==> images/logic_types.png <==
Bar = 10 um.
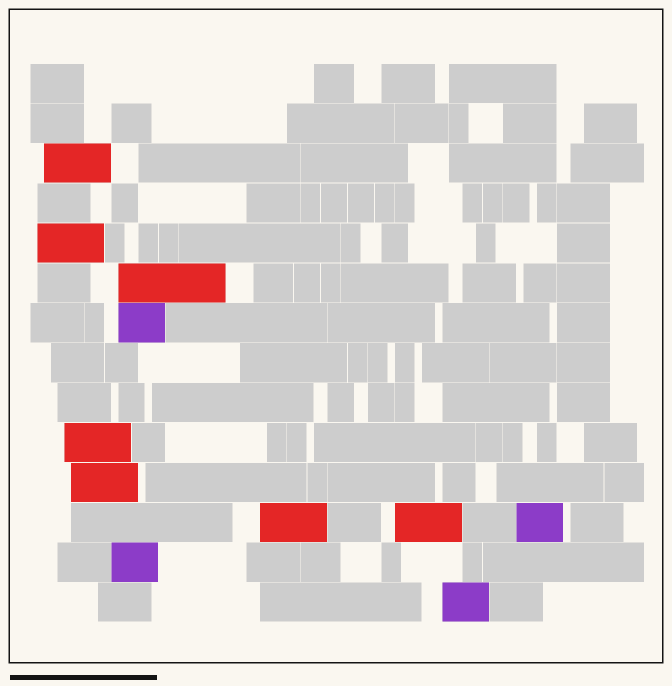
==> images/sizes.png <==
Bar = 10 um.
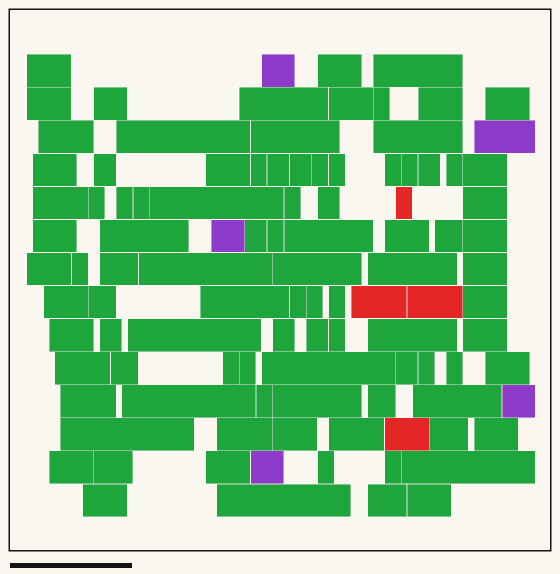
==> images/placement_by_type.png <==
Bar = 10 um.
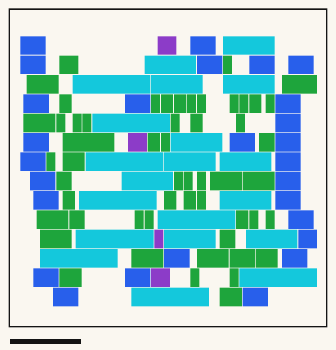
[src/rtl/pipelined_slice_adder_if.sv]
// Valid/ready operand and result bus for pipelined_slice_adder.
// The master side supplies operands and accepts results; the adder is the slave.
interface pipelined_slice_adder_if #(
  parameter int A_WIDTH = 8,
  parameter int B_WIDTH = 4
);
  logic               in_valid;
  logic               in_ready;
  logic [A_WIDTH-1:0] A;
  logic [B_WIDTH-1:0] B;
  logic               out_valid;
  logic               out_ready;
  logic [A_WIDTH-1:0] S;
  logic               carry;

  modport master (
    output in_valid, A, B, out_ready,
    input  in_ready, out_valid, S, carry
  );

  modport slave (
    input  in_valid, A, B, out_ready,
    output in_ready, out_valid, S, carry
  );
endinterface

[src/rtl/pipelined_slice_adder.sv]
// Pipelined unsigned A + zero_ext(B) adder, carry chain cut into SLICE_WIDTH-bit registered slices.
// Optional macro ADDER_SATURATE_EN clamps S to all ones on overflow (carry still reports it).
module pipelined_slice_adder #(
  parameter int A_WIDTH     = 8,
  parameter int B_WIDTH     = 4,
  parameter int SLICE_WIDTH = 4
) (
  input  logic                     clk,
  input  logic                     rst,
  pipelined_slice_adder_if.slave   bus
);
  localparam int NUM_SLICES = A_WIDTH / SLICE_WIDTH;

  if ((A_WIDTH % SLICE_WIDTH) != 0 || B_WIDTH < 1 || B_WIDTH > A_WIDTH) begin : g_bad_params
    $error("pipelined_slice_adder: illegal A_WIDTH/B_WIDTH/SLICE_WIDTH combination");
  end

`ifdef ADDER_SATURATE_EN
  function automatic logic [A_WIDTH-1:0] sat_sum(input logic [A_WIDTH-1:0] s, input logic ovf);
    return ovf ? {A_WIDTH{1'b1}} : s;
  endfunction
`endif

  logic [A_WIDTH-1:0] b_ext;
  logic               stall;

  always_comb begin
    b_ext              = '0;
    b_ext[B_WIDTH-1:0] = bus.B;
  end

  // A full output that is not being taken freezes the whole pipe.
  assign stall        = bus.out_valid && !bus.out_ready;
  assign bus.in_ready = rst || !stall;

  for (genvar k = 0; k < NUM_SLICES; k++) begin : g_stg
    localparam int LO = k * SLICE_WIDTH;

    logic [A_WIDTH-1:0]   a_src, b_src, s_src, s_nxt;
    logic                 c_src, vld_src;
    logic [SLICE_WIDTH:0] slice_sum;
    logic [A_WIDTH-1:0]   s_p;
    logic                 c_p, vld_p;
    logic                 unused_src_bits;

    if (k == 0) begin : g_src
      assign a_src   = bus.A;
      assign b_src   = b_ext;
      assign s_src   = '0;
      assign c_src   = 1'b0;
      assign vld_src = bus.in_valid;
    end else begin : g_src
      assign a_src   = g_stg[k-1].g_mid.a_p;
      assign b_src   = g_stg[k-1].g_mid.b_p;
      assign s_src   = g_stg[k-1].s_p;
      assign c_src   = g_stg[k-1].c_p;
      assign vld_src = g_stg[k-1].vld_p;
    end

    // Operand bits already consumed by earlier slices are carried but no longer read.
    assign unused_src_bits = ^{a_src, b_src};

    assign slice_sum = {1'b0, a_src[LO +: SLICE_WIDTH]}
                     + {1'b0, b_src[LO +: SLICE_WIDTH]}
                     + {{SLICE_WIDTH{1'b0}}, c_src};

    always_comb begin
      s_nxt                     = s_src;
      s_nxt[LO +: SLICE_WIDTH]  = slice_sum[SLICE_WIDTH-1:0];
    end

    always_ff @(posedge clk) begin
      if (rst) begin
        vld_p <= 1'b0;
      end else if (!stall) begin
        vld_p <= vld_src;
      end
    end

    if (k < NUM_SLICES - 1) begin : g_mid
      logic [A_WIDTH-1:0] a_p, b_p;

      // ---- stage k -> k+1 boundary: skew/deskew data registers ----
      always_ff @(posedge clk) begin
        if (!stall) begin
          a_p <= a_src;
          b_p <= b_src;
          s_p <= s_nxt;
          c_p <= slice_sum[SLICE_WIDTH];
        end
      end
    end else begin : g_last
      // ---- final stage: output register, reset to zero ----
      always_ff @(posedge clk) begin
        if (rst) begin
          s_p <= '0;
          c_p <= 1'b0;
        end else if (!stall) begin
`ifdef ADDER_SATURATE_EN
          s_p <= sat_sum(s_nxt, slice_sum[SLICE_WIDTH]);
`else
          s_p <= s_nxt;
`endif
          c_p <= slice_sum[SLICE_WIDTH];
        end
      end
    end
  end

  assign bus.out_valid = g_stg[NUM_SLICES-1].vld_p;
  assign bus.S         = g_stg[NUM_SLICES-1].s_p;
  assign bus.carry     = g_stg[NUM_SLICES-1].c_p;
endmodule

[src/flat_wrapper.sv]
// flat-port wrapper written by rule: the top's interface ports become plain ports
module pipelined_slice_adder_flat 
#(
  parameter int A_WIDTH     = 8,
  parameter int B_WIDTH     = 4,
  parameter int SLICE_WIDTH = 4
)
  (clk, rst, bus_in_valid, bus_A, bus_B, bus_out_ready, bus_in_ready, bus_out_valid, bus_S, bus_carry);
  pipelined_slice_adder_if #(.A_WIDTH(A_WIDTH), .B_WIDTH(B_WIDTH)) bus_i ();
  input  logic clk;
  input  logic rst;
  input wire logic [$bits(bus_i.in_valid)-1:0] bus_in_valid;
  input wire logic [$bits(bus_i.A)-1:0] bus_A;
  input wire logic [$bits(bus_i.B)-1:0] bus_B;
  input wire logic [$bits(bus_i.out_ready)-1:0] bus_out_ready;
  output wire logic [$bits(bus_i.in_ready)-1:0] bus_in_ready;
  output wire logic [$bits(bus_i.out_valid)-1:0] bus_out_valid;
  output wire logic [$bits(bus_i.S)-1:0] bus_S;
  output wire logic [$bits(bus_i.carry)-1:0] bus_carry;
  assign bus_i.in_valid = bus_in_valid;
  assign bus_i.A = bus_A;
  assign bus_i.B = bus_B;
  assign bus_i.out_ready = bus_out_ready;
  assign bus_in_ready = bus_i.in_ready;
  assign bus_out_valid = bus_i.out_valid;
  assign bus_S = bus_i.S;
  assign bus_carry = bus_i.carry;
  pipelined_slice_adder #(.A_WIDTH(A_WIDTH), .B_WIDTH(B_WIDTH), .SLICE_WIDTH(SLICE_WIDTH)) u_core (.clk(clk), .rst(rst), .bus(bus_i));
endmodule
[config.mk]
export PLATFORM = sky130hd
export DESIGN_NAME = pipelined_slice_adder_flat
export DESIGN_NICKNAME = d
export VERILOG_FILES = /design/src/rtl/pipelined_slice_adder_if.sv /design/src/rtl/pipelined_slice_adder.sv /design/src/flat_wrapper.sv
export SDC_FILE = /design/constraint.sdc
export NUM_CORES = 1
export LEC_CHECK = 0
export CAP_MARGIN = 10
export CORE_UTILIZATION = 48
export CTS_CLUSTER_DIAMETER = 200
export CTS_CLUSTER_SIZE = 40
export DETAILED_ROUTE_END_ITERATION = 7
export HOLD_SLACK_MARGIN = 0.1
export PLACE_DENSITY = 0.88
export SETUP_SLACK_MARGIN = 0.5
export SLEW_MARGIN = 30
export SYNTH_ARGS = -nofsm -noshare
export SYNTH_HDL_FRONTEND = slang
export SYNTH_SLANG_ARGS = --single-unit
[constraint.sdc]
create_clock -name clk -period 2.83 [get_ports clk]
set_clock_uncertainty 0.15 [all_clocks]
set_input_delay 0.283 -clock clk [delete_from_list [all_inputs] [get_ports clk]]
set_output_delay 0.283 -clock clk [all_outputs]
set_load 0.02 [all_outputs]
==> flow_metrics.env <==
# yosys + openroad results
export IMPL_yosysWarnings=0
export IMPL_async_flop_share_pct=0
export IMPL_ctsResizeCount=0
export IMPL_dominant_cells="flip-flops and latches"
export IMPL_regToRegEndpoint="u_core.bus.S[6]$_SDFFE_PP0N_"
export IMPL_cts_root_buf="clkbuf_4"
export IMPL_diodes=0
export IMPL_netlist_cell_type_count=22
export IMPL_intPower_uw=457
export IMPL_edf_count=9
export IMPL_hpwl_um=1120
export IMPL_cts_buffers=3
export IMPL_outcome="finished clean"
export IMPL_cp_top_family="buffers and inverters"
export IMPL_design_power_total_uw=609
export IMPL_syn_area_per_cell_sq_um=11.2
export IMPL_critPathRequiredTime_ns=2.40
export IMPL_ios=27
export IMPL_final_setup_tns_ns=0
export IMPL_met3_usage_pct=4.08
export IMPL_postSynthSeqShare_pct=56.7
export IMPL_globalRoute_totalOverflow=0
export IMPL_grt_start_max_net_pins=22
export IMPL_nWellTaps=24
export IMPL_power_share_clock_pct=22.7
export IMPL_layout_nets=129
export IMPL_whs_ns=0.307
export IMPL_netSwitchingFraction_pct=25.0
export IMPL_via_count=627
export IMPL_p_switching_uw=152
export IMPL_cts_setup_buffers=0
export IMPL_syn2layout_area_growth_pct=34.9
export IMPL_critPathKind="input port to primary output"
export IMPL_p_comb_uw=123
export IMPL_clk_share_pct=2.25
export IMPL_drc_errors=0
export IMPL_syn_area_sq_um=865
export IMPL_crit_top_cell="clkdlybuf4s50_1"
export IMPL_p_seq_uw=347
export IMPL_syn_inst=77
export IMPL_worstPathMaxFanout=12
export IMPL_hold_depth=2
export IMPL_post_place_ws_ns=0.756
export IMPL_drt_pass1_iter_count=4
export IMPL_grt_use_met2_pct=30.9
export IMPL_drtIter0Drc=13
export IMPL_inverters=5
export IMPL_grt_pass1_wl_um=2440
export IMPL_fmax_ghz=0.485
export IMPL_cp_end_kind="primary output"
export IMPL_path_buffers=3
export IMPL_period_used_pct=72.9
export IMPL_cts_sinks=20
export IMPL_p_leak_nw=0.466
export IMPL_bufAreaShareNonClock_pct=23.0
export IMPL_die_h_um=44.4
export IMPL_logic_gates=49
export IMPL_regToRegSetupSlack_ns=1.43
export IMPL_clkTransAtPathRegs_ns=0.10
export IMPL_hold_end="u_core.bus.S[0]$_SDFFE_PP0N_"
export IMPL_grt_setup_unrepaired="no"
export IMPL_ys_chip_area_sq_um=865
export IMPL_grt_usage_pct=17.2
export IMPL_top_power_group="sequential cells"
export IMPL_comb_share_pct=28.5
export IMPL_drt_total_wl_um=1420
export IMPL_ys_flops=20
export IMPL_slew_headroom_pct=74.7
export IMPL_drive_gt1_share_pct=8.57
export IMPL_fp_util_pct=54.2
export IMPL_ctsHoldBuffers=0
export IMPL_cts_buffer_depth=2
export IMPL_min_period_ns=2.06
export IMPL_ant_nets=0
export IMPL_htree_levels=1
export IMPL_logic_area_sq_um=333
export IMPL_power_density_nw_per_um2=522
export IMPL_die_area_sq_um=1970
export IMPL_wl_per_cell_um=11.0
export IMPL_regArea_sq_um=490
export IMPL_finalSetupViolCount=0
export IMPL_clkbuf_count=4
export IMPL_fillers=117
export IMPL_hp_class="register to register"
export IMPL_hold_viol=0
export IMPL_r2r_start="u_core.g_stg[0].g_mid.a_p[4]$_DFFE_PN_"
export IMPL_clock_latency_late_pin_ns=0.30
## Picture notes: logic_types.png
XOR/XNOR gates: shown in purple, cells 4, most used xnor2_1. adder and majority cells: shown in red, cells 7, most used ha_1.
Final Non-Filler Cells: 129
most used logic cell in the final layout: clkdlybuf4s50_1

## Picture notes: sizes.png
_2 cells: shown in red, cells 4, share 3.8%. _3 and _4 cells: shown in purple, cells 5, share 4.8%. _0 and _1 cells: shown in green, cells 96, share 91%.
post-route cell area: 1170 sq um
Non-clock buffers: 27

## Picture notes: placement_by_type.png
other buffers and delay cells: shown in blue, cells 27. combinational and other logic: shown in green, cells 54. flops: shown in cyan, cells 20. clock drivers and dummy loads: shown in purple, cells 4.
Rows: 14
Seq area share: 42.1%
core area: 1590 sq um
Post-Route Utilization: 73.2%

## cells in the final DEF, fill, tap and decap left out, types with 2 or more instances in the layout
cell type | netlist | final
a211oi_2 | 2 | 2
a21oi_1 | 9 | 9
clkbuf_4 | 0 | 3
clkdlybuf4s50_1 | 0 | 26
dfxtp_1 | 11 | 11
edfxtp_1 | 9 | 9
ha_1 | 6 | 6
inv_1 | 4 | 4
nand2_1 | 15 | 15
nand2b_1 | 2 | 2
nor2_1 | 4 | 4
xnor2_1 | 3 | 3
## metrics by stage
stage | area (sq um) | util [%] | std cells
global placement | 1140 | 71.5 | 125
CTS | 1170 | 73.2 | 129
global route | 1170 | 73.2 | 129
finish | 1170 | 73.2 | 129
floorplan | 865 | - | 77
detailed placement | 1140 | 71.5 | 125
## cells by family after synthesis
| family | count (synthesis) | synth area share (%) |
|---|---|---|
| compound gates | 13 | 9.55 |
| xor+xnor | 4 | 4.05 |
| fa+ha+maj | 7 | 11.0 |
| buf+inv | 8 | 4.77 |
| flops | 20 | 56.7 |
| simple gates | 25 | 13.9 |
## sequential cells by signal (all words and copies together), names as in the netlist
register                count
u_core.g_stg.vld_p          1
u_core.bus.carry            1
u_core.bus.S                8
u_core.g_stg.s_p            4
u_core.g_stg.c_p            1
u_core.g_stg.g_mid.a_p      4
u_core.bus.out_valid        1
## synthesized netlist by cell type (2+ instances only)
master,n,area (sq um)
dfxtp_1,11,220
a21oi_1,9,45.0
inv_1,4,15.0
edfxtp_1,9,270
xnor2_1,3,26.3
a211oi_2,2,25.0
nand2b_1,2,12.5
nor2_1,4,15.0
nand2_1,15,56.3
ha_1,6,75.1
## layer usage
metal / vias to the layer above / share of wire [%]
li1: 315 / -
met1: 284 / 40
met5: - / 0
met4: 0 / 0.63
met2: 26 / 54
met3: 2 / 5.0
